### src/rtl/uart_defs.sv
// rtl/uart_defs.sv - shared UART state encodings, data width and default baud divisor
package uart_defs;

    typedef enum logic [2:0] {
        IDLE   = 3'd0,
        START  = 3'd1,
        DATA   = 3'd2,
        PARITY = 3'd3,
        STOP   = 3'd4
    } uart_state_t;

    localparam int UART_DATA_BITS  = 8;
    localparam int DEFAULT_CLK_DIV = 434;

    // Parity over one data byte; odd=1 inverts the even-parity result.
    function automatic logic byte_parity(input logic [7:0] b, input logic odd);
        return (^b) ^ odd;
    endfunction

endpackage

### src/rtl/uart_baud_cnt.sv
// rtl/uart_baud_cnt.sv - bit-period counter 0..CLK_DIV-1 with clear/enable and bit_end flag
module uart_baud_cnt
    import uart_defs::*;
#(
    parameter int CLK_DIV = DEFAULT_CLK_DIV
) (
    input  logic clock,
    input  logic sclr,
    input  logic clear,
    input  logic enable,
    output logic bit_end
);

    localparam logic [15:0] LAST = 16'(CLK_DIV - 1);

    logic [15:0] count;

    // Free-running bit timer: wraps at the last clock of each bit, held at zero when cleared.
    always_ff @(posedge clock or negedge sclr) begin
        if (!sclr) begin
            count <= '0;
        end else if (clear) begin
            count <= '0;
        end else if (enable) begin
            count <= bit_end ? 16'd0 : count + 16'd1;
        end
    end

    assign bit_end = (count == LAST);

endmodule

### src/rtl/uart_tx_fifo_drain.sv
// rtl/uart_tx_fifo_drain.sv - 8N1 UART transmitter draining a show-ahead byte FIFO; UART_TX_PARITY_EN adds a parity bit
module uart_tx_fifo_drain
    import uart_defs::*;
#(
    parameter int CLK_DIV    = DEFAULT_CLK_DIV,
    parameter int STOP_BITS  = 1,
    parameter int PARITY_ODD = 0
) (
    input  logic       clock,
    input  logic       sclr,
    input  logic       tx_en,
    input  logic       fifo_empty,
    input  logic [7:0] fifo_q,
    output logic       fifo_rdreq,
    output logic       tx,
    output logic       busy,
    output logic       frame_done
);

    uart_state_t state;
    logic [7:0]  shift;
    logic [2:0]  bit_idx;
    logic        stop_idx;
    logic        bit_end;
    logic        last_stop;
    logic        load;
`ifdef UART_TX_PARITY_EN
    logic        parity_bit;
`endif

    uart_baud_cnt #(
        .CLK_DIV (CLK_DIV)
    ) u_baud (
        .clock   (clock),
        .sclr    (sclr),
        .clear   (load || (state == IDLE)),
        .enable  (state != IDLE),
        .bit_end (bit_end)
    );

    assign last_stop  = (STOP_BITS == 1) || stop_idx;
    assign frame_done = (state == STOP) && bit_end && last_stop;

    // A new byte is taken either from IDLE or straight out of the final stop bit,
    // which gives back-to-back frames with no idle gap.
    assign load = tx_en && !fifo_empty &&
                  ((state == IDLE) || ((state == STOP) && bit_end && last_stop));

    // Reset holds the FSM in IDLE; gating keeps a held reset from popping the FIFO.
    assign fifo_rdreq = load && sclr;

    // Frame sequencer: tx is registered so the line never glitches between bits.
    always_ff @(posedge clock or negedge sclr) begin
        if (!sclr) begin
            state      <= IDLE;
            tx         <= 1'b1;
            busy       <= 1'b0;
            shift      <= '0;
            bit_idx    <= '0;
            stop_idx   <= 1'b0;
`ifdef UART_TX_PARITY_EN
            parity_bit <= 1'b0;
`endif
        end else if (load) begin
            shift      <= fifo_q;
            state      <= START;
            tx         <= 1'b0;
            busy       <= 1'b1;
            bit_idx    <= '0;
            stop_idx   <= 1'b0;
`ifdef UART_TX_PARITY_EN
            parity_bit <= byte_parity(fifo_q, PARITY_ODD[0]);
`endif
        end else begin
            case (state)
                START: begin
                    if (bit_end) begin
                        state   <= DATA;
                        bit_idx <= '0;
                        tx      <= shift[0];
                    end
                end
                DATA: begin
                    if (bit_end) begin
                        shift   <= {1'b0, shift[7:1]};
                        bit_idx <= bit_idx + 3'd1;
                        if (bit_idx == 3'(UART_DATA_BITS - 1)) begin
`ifdef UART_TX_PARITY_EN
                            state <= PARITY;
                            tx    <= parity_bit;
`else
                            state <= STOP;
                            tx    <= 1'b1;
`endif
                            stop_idx <= 1'b0;
                        end else begin
                            tx <= shift[1];
                        end
                    end
                end
`ifdef UART_TX_PARITY_EN
                PARITY: begin
                    if (bit_end) begin
                        state    <= STOP;
                        tx       <= 1'b1;
                        stop_idx <= 1'b0;
                    end
                end
`endif
                STOP: begin
                    if (bit_end) begin
                        if (last_stop) begin
                            state <= IDLE;
                            busy  <= 1'b0;
                            tx    <= 1'b1;
                        end else begin
                            stop_idx <= 1'b1;
                        end
                    end
                end
                IDLE: begin
                    tx   <= 1'b1;
                    busy <= 1'b0;
                end
                default: begin
                    state <= IDLE;
                    tx    <= 1'b1;
                    busy  <= 1'b0;
                end
            endcase
        end
    end

endmodule

### config.mk
export PLATFORM = sky130hd
export DESIGN_NAME = uart_tx_fifo_drain
export DESIGN_NICKNAME = d
export VERILOG_FILES = /design/src/rtl/uart_defs.sv /design/src/rtl/uart_baud_cnt.sv /design/src/rtl/uart_tx_fifo_drain.sv
export SDC_FILE = /design/constraint.sdc
export NUM_CORES = 1
export LEC_CHECK = 0
export CELL_PAD_IN_SITES_DETAIL_PLACEMENT = 1
export CELL_PAD_IN_SITES_GLOBAL_PLACEMENT = 2
export CORE_UTILIZATION = 39
export DETAILED_ROUTE_END_ITERATION = 10
export MAX_ROUTING_LAYER = met4
export PLACE_DENSITY = 0.84
export SLEW_MARGIN = 40
export SYNTH_ARGS = -nofsm -noshare
export SYNTH_HDL_FRONTEND = slang
export SYNTH_SLANG_ARGS = --single-unit
### constraint.sdc
create_clock -name clock -period 4.2 [get_ports clock]
set_input_delay 0.42 -clock clock [delete_from_list [all_inputs] [get_ports clock]]
set_output_delay 0.42 -clock clock [all_outputs]
set_load 0.005 [all_outputs]
==> flow_summary.json, run 1 <==
{
  "status": "finished, final reports clean",
  "first_pass_iters": 4,
  "cts_tree": "yes",
  "chipArea_mm2": 0.00491,
  "final-max-slew-violation-count": 0,
  "setup_violations": 0,
  "fin_tns_setup_ns": 0,
  "r2r-start": "u_baud.count[1]",
  "ys_seq_share": 0.444,
  "irDropWorstVdd_mv": 0.236,
  "io-pin-count": 16,
  "cp.required_ns": 3.78,
  "edf_count": 0,
  "reg2reg_to": "shift[1]",
  "die_w_um": 70.1,
  "dp_hpwl_um": 3240,
  "cts.path.max_buffers": 2,
  "powerDensity_mw_per_mm2": 419,
  "initCoreUtil": 0.410,
  "async_flop_share": 1.00,
  "synthDominantCellAreaShare": 0.429,
  "cts_made_buffers": 5,
  "vias_per_cell": 5.91,
  "hold_viol": 0,
  "slowest_delay_ns": 0.60,
  "dr.first_iter.drc_count": 88,
  "cts_setup_buffers": 0,
  "cts.clk_slew.worst_paths_ns": 0.07,
  "clock.fmax_mhz": 310,
  "grt_pass1_wl_um": 8140,
  "holdCritStartpoint": "shift[5]",
  "grt.total_usage": 0.217,
  "nNetsFinal": 221
}
-- run 1: final cells by class --
type	instances	area share
Clock buffer	7	0.0457
Inverter	10	0.0178
Multi-Input combinational cell	138	0.443
Sequential cell	32	0.380
Tap cell	52	0.0309
Timing Repair Buffer	18	0.0819
-- run 1: sequential cells by signal, summed over array words and instances (netlist names) --
| signal | count |
|---|---|
| bit_idx | 3 |
| busy | 1 |
| shift | 8 |
| state | 3 |
| tx | 1 |
| u_baud.count | 16 |
-- run 1: worst max-delay path by stage --
stage                    startpoint    endpoint  slack [ns]
floorplan           u_baud.count[1]    shift[0]        1.76
global route        u_baud.count[1]  frame_done        0.81
detailed placement  u_baud.count[1]  frame_done        1.27
global placement    u_baud.count[1]  frame_done        1.35
finish              u_baud.count[1]  frame_done        0.97
CTS                 u_baud.count[1]  frame_done        0.95
-- run 1: stage by stage --
stage                     hold WS (ns)  worst slack [ns]  cell area [um^2]  utilization  power [mW]
after global placement           0.492              1.35              2010        0.456       0.615
after CTS                        0.528             0.946              2110        0.478       0.895
after floorplan                  0.124              1.76              1810            -       0.552
final                            0.520             0.969              2110        0.478       0.884
after global routing             0.542             0.810              2110        0.478       0.934
after detailed placement         0.507              1.27              2010        0.456       0.634
-- run 1: placed cells by master (no fill, tap or decap), types with 2 or more instances in the layout --
master / n
a21oi_1: 5
a221o_1: 5
a32o_1: 3
and3_1: 7
buf_4: 3
clkbuf_8: 7
clkdlybuf4s50_1: 15
dfrtp_1: 31
ha_1: 4
inv_1: 10
mux2i_1: 2
nand2_1: 12
nand3_1: 8
nand3b_1: 2
nand4_1: 5
nor2_1: 24
nor2b_1: 4
nor3_1: 5
nor4_1: 4
nor4b_1: 2
o211a_1: 2
o211ai_1: 4
o21ai_0: 3
o221a_1: 2
o221ai_1: 3
or3_1: 2
or4_1: 2
xnor2_1: 13
-- run 1: cells by family (layout without fill, tap and decap cells) --
| kind of cell | Yosys count | count (layout) | synth area share |
|---|---|---|---|
| AOI/OAI and AO/OA | 34 | 34 | 0.153 |
| xor gates and xnor gates | 14 | 14 | 0.0678 |
| adders and majority gates | 4 | 4 | 0.0277 |
| buffers and inverters | 20 | 35 | 0.0436 |
| DFF | 32 | 32 | 0.444 |
| muxes | 2 | 2 | 0.0111 |
| and+or+nand+nor | 84 | 84 | 0.253 |
-- run 1: layer usage --
| metal | share of wire | GRT usage | vias to the layer above |
|---|---|---|---|
| met3 | 0.034 | 0.0476 | 4 |
| met4 | 0.015 | 0.0689 | 0 |
| met1 | 0.42 | 0.260 | 764 |
| met5 | 0 | - | - |
| met2 | 0.53 | 0.364 | 27 |
| li1 | - | - | 724 |
-- run 1: critical path: cells and delay by family (launching register included) --
kind                     cells  cell delay, ns
adder cells (fa/ha/maj)      1            0.13
buffers and inverters        2            0.58
flip-flops                   1            0.42
AND/OR/NAND/NOR              3            1.39
-- run 1: power breakdown --
part	internal, mW	total (mW)	switching (mW)
Sequential	0.370	0.436	0.0659
Clock	0.146	0.259	0.113
Combinational	0.101	0.190	0.0885
**Run 1: metal 1**

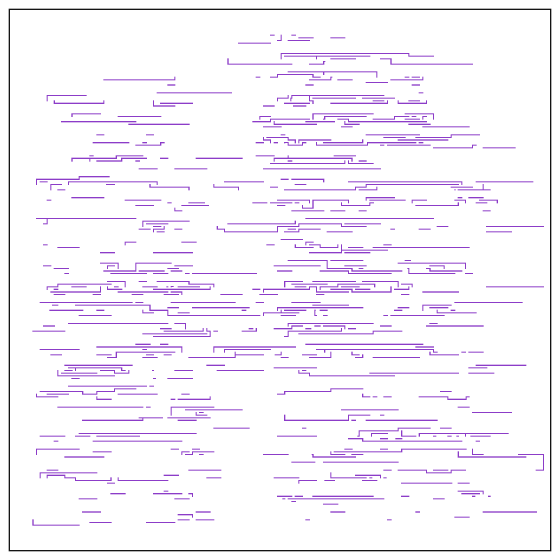
- wire length on this layer: 1970 um
- main direction: horizontal
- longest straight run: 16.6 um
- nets with wire on the layer: 196
- share of all routed wire: 42%

**Run 1: cell placement**

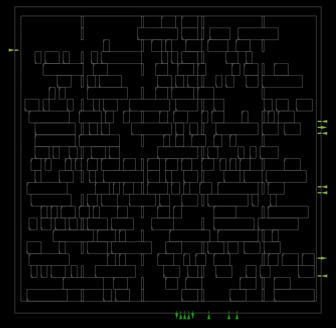
post-route insts no fill: 257
Fillers: 517
Tap Count: 52
row count: 24
sequential cell area share: 0.380

**Run 1: signal wires on met2**

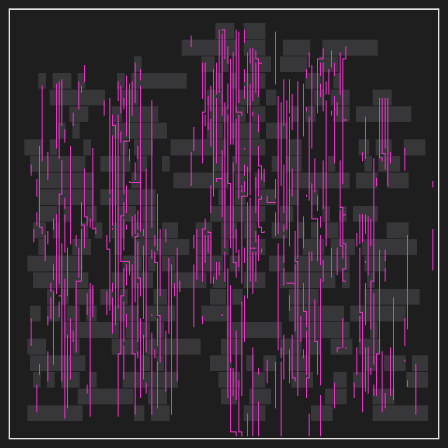
- nets with wire on the layer: 192
- longest straight run: 32.6 um
- share of all routed wire: 53%
- main direction: vertical

## Run 2: what changed since run 1
--- a/config.mk
+++ b/config.mk
@@ -7,10 +7,10 @@
 export LEC_CHECK = 0
 export CELL_PAD_IN_SITES_DETAIL_PLACEMENT = 1
 export CELL_PAD_IN_SITES_GLOBAL_PLACEMENT = 2
-export CORE_UTILIZATION = 39
+export CORE_UTILIZATION = 32
 export DETAILED_ROUTE_END_ITERATION = 10
 export MAX_ROUTING_LAYER = met4
-export PLACE_DENSITY = 0.84
+export PLACE_DENSITY = 0.74
 export SLEW_MARGIN = 40
 export SYNTH_ARGS = -nofsm -noshare
 export SYNTH_HDL_FRONTEND = slang
==> constraint.sdc (replaced) <==
create_clock -name clock -period 2.9 [get_ports clock]
set_input_delay 0.29 -clock clock [delete_from_list [all_inputs] [get_ports clock]]
set_output_delay 0.29 -clock clock [all_outputs]
set_load 0.005 [all_outputs]
**Run 2: cell density map**

8 x 8 tiles, from white (low) to dark blue (high), 0 to 100% covered.
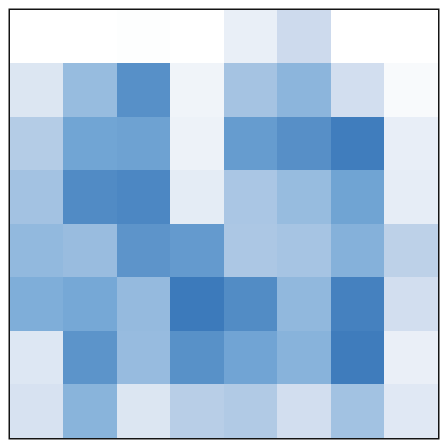
- mean over tiles: 35%
- nearly empty tiles: 9.4%
- fullest tile: 70%

**Run 2: signal wires on met2**

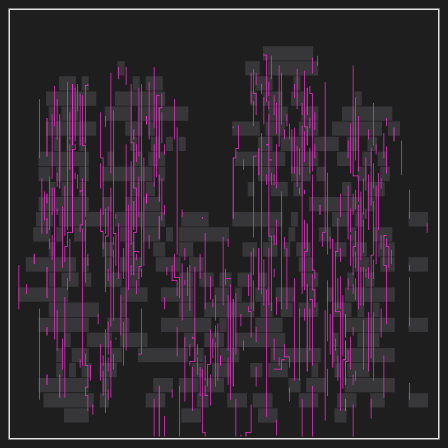
- share of all routed wire: 54%
- wire length on this layer: 2490 um

==> run 2 against run 1 <==
Design area increased by 2.4%. Global-route usage decreased by 3.9 points. Total power up 40%. Routed wire length increased by 0.26%. Critical path type unchanged. Final cell count is 10% higher. Worst setup slack got worse by 0.82 ns.
==> flow_summary.json, run 2 <==
{
  "status": "finished, final reports clean",
  "lay_top_count": "dfrtp_1",
  "synth_top_cell_by_area": "dfrtp_1",
  "worst_clock_skew_ns": 0.00596,
  "initCoreUtil": 0.330,
  "timing.hold.ws_ns": 0.443,
  "io-pin-count": 16,
  "edf_count": 0,
  "irDropWorstVdd_mv": 0.328,
  "dp_hpwl_um": 3400,
  "fin_tns_setup_ns": 0,
  "cp.required_ns": 2.61,
  "hold_viol": 0,
  "simple_gate_area_frac": 0.253,
  "cts.clk_slew.worst_paths_ns": 0.07,
  "gp_congestion": 0.774,
  "synth_cells": 190,
  "final-max-slew-violation-count": 0,
  "total_power_mw": 1.24,
  "n_fill_cell": 650,
  "compound_area_frac": 0.153,
  "dr.first_iter.drc_count": 71,
  "cts_made_buffers": 5,
  "grt.total_usage": 0.178,
  "final_cell_mix": "dfrtp_1, nor2_1, clkdlybuf4s50_1",
  "powerDensity_mw_per_mm2": 574,
  "cts_hold_buf": 0,
  "chipArea_mm2": 0.00595,
  "area_leaders": "dfrtp_1, xnor2_1, nor2_1",
  "clock.fmax_mhz": 363,
  "first_pass_iters": 4,
  "yosys.area_share.xor_xnor": 0.0678,
  "cts_tree": "yes",
  "synthDominantCellAreaShare": 0.429,
  "largestRegisters": "u_baud.count: 16 flops, shift: 8 flops",
  "nNetsFinal": 226,
  "largest_reg_flops": 16,
  "setup_violations": 0,
  "synthMuxAreaShare": 0.0111,
  "ys_sh_adder": 0.0277,
  "async_flop_share": 1.00,
  "top_register": "u_baud.count",
  "ys_seq_share": 0.444,
  "logic_family": "simple AND/OR/NAND/NOR gates",
  "grt_pass1_wl_um": 8090,
  "post-route-util": 0.394,
  "crit_fanout": 4,
  "fp-row-count": 27,
  "die_w_um": 77.2,
  "cts.path.max_buffers": 2
}
**Run 2: register map, names as in the netlist**

Other sequential cells in the stronger gray, the rest of the logic in the fainter gray.
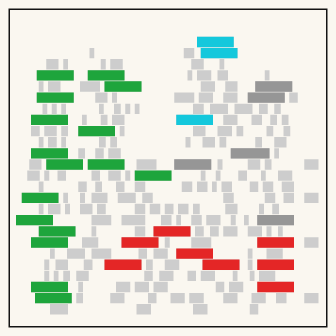
- red: `shift` (placed flops 8)
- cyan: `bit_idx` (placed flops 3)
- green: `u_baud.count` (placed flops 16)

==> run 2: cell types whose count changed in the layout (fill, tap and decap cells not counted) <==
cell      delta
clkbuf_8     -2
or4b_1       -1
buf_4        +5
clkbuf_1     +3
or4b_4       +1
==> run 2: stage by stage <==
stage               setup WS (ns)  instances
floorplan                   0.460        190
global placement            0.324        274
detailed placement          0.278        274
CTS                        0.0156        283
global route               0.0445        283
finish                      0.146        283
==> run 2: final timing paths <==
| path | startpoint | end | slack, ns | cells past startpoint |
|---|---|---|---|---|
| setup / recovery | u_baud.count[1] | fifo_rdreq | 0.15 | 7 |
| hold / removal | sclr | shift[1] | 0.44 | 2 |
| setup reg to reg | u_baud.count[1] | shift[0] | 0.43 | 6 |
| hold reg to reg | state[2] | state[1] | 0.51 | 1 |
| max in group asynchronous | sclr | tx | 2.13 | 2 |
| min in group clock | state[2] | state[1] | 0.51 | 1 |
==> run 2: final cells by class <==
cell class              instances  area share
well taps                      72      0.0417
flip-flops and latches         32       0.372
inverters                      10      0.0174
multi-input cells             138       0.435
repair buffers                 23      0.0974
clock buffers                   8      0.0371
==> run 2: cell families after synthesis <==
family / after synthesis
buffers and inverters: 20
DFF: 32
xor gates and xnor gates: 14
AOI/OAI and AO/OA: 34
adders and majority gates: 4
muxes: 2
and+or+nand+nor: 84
==> run 2: power breakdown <==
group	internal, mW	switching (mW)	leakage [nW]	total (mW)
Sequential	0.535	0.0858	0.419	0.621
Clock	0.170	0.156	0.0395	0.326
Combinational	0.155	0.136	0.446	0.290
==> run 2: what timing repair did <==
item	CTS	global route
endpoints found under the setup margin	1	1
gates cloned	0	0
gates resized	0	2
pin swaps	0	0
buffers inserted	1	0
==> run 2: routing by layer <==
layer	GRT usage	vias up	part of all wire	wire length (um)
met2	0.314	10	0.54	2490
met3	0.0393	5	0.021	96
met1	0.199	806	0.43	2000
li1	-	736	-	-
met5	-	-	0	0
met4	0.0566	0	0.014	63
==> run 2: worst max-delay path: cells and delay by family (launching register included) <==
family	cells	cell delay (ns)
AND/OR/NAND/NOR	2	0.63
buffers and inverters	3	0.73
adder cells (fa/ha/maj)	1	0.13
AND-OR/OR-AND	1	0.28
flip-flops	1	0.41
Power figures rest on the tool's default switching activity, not on a simulated workload.
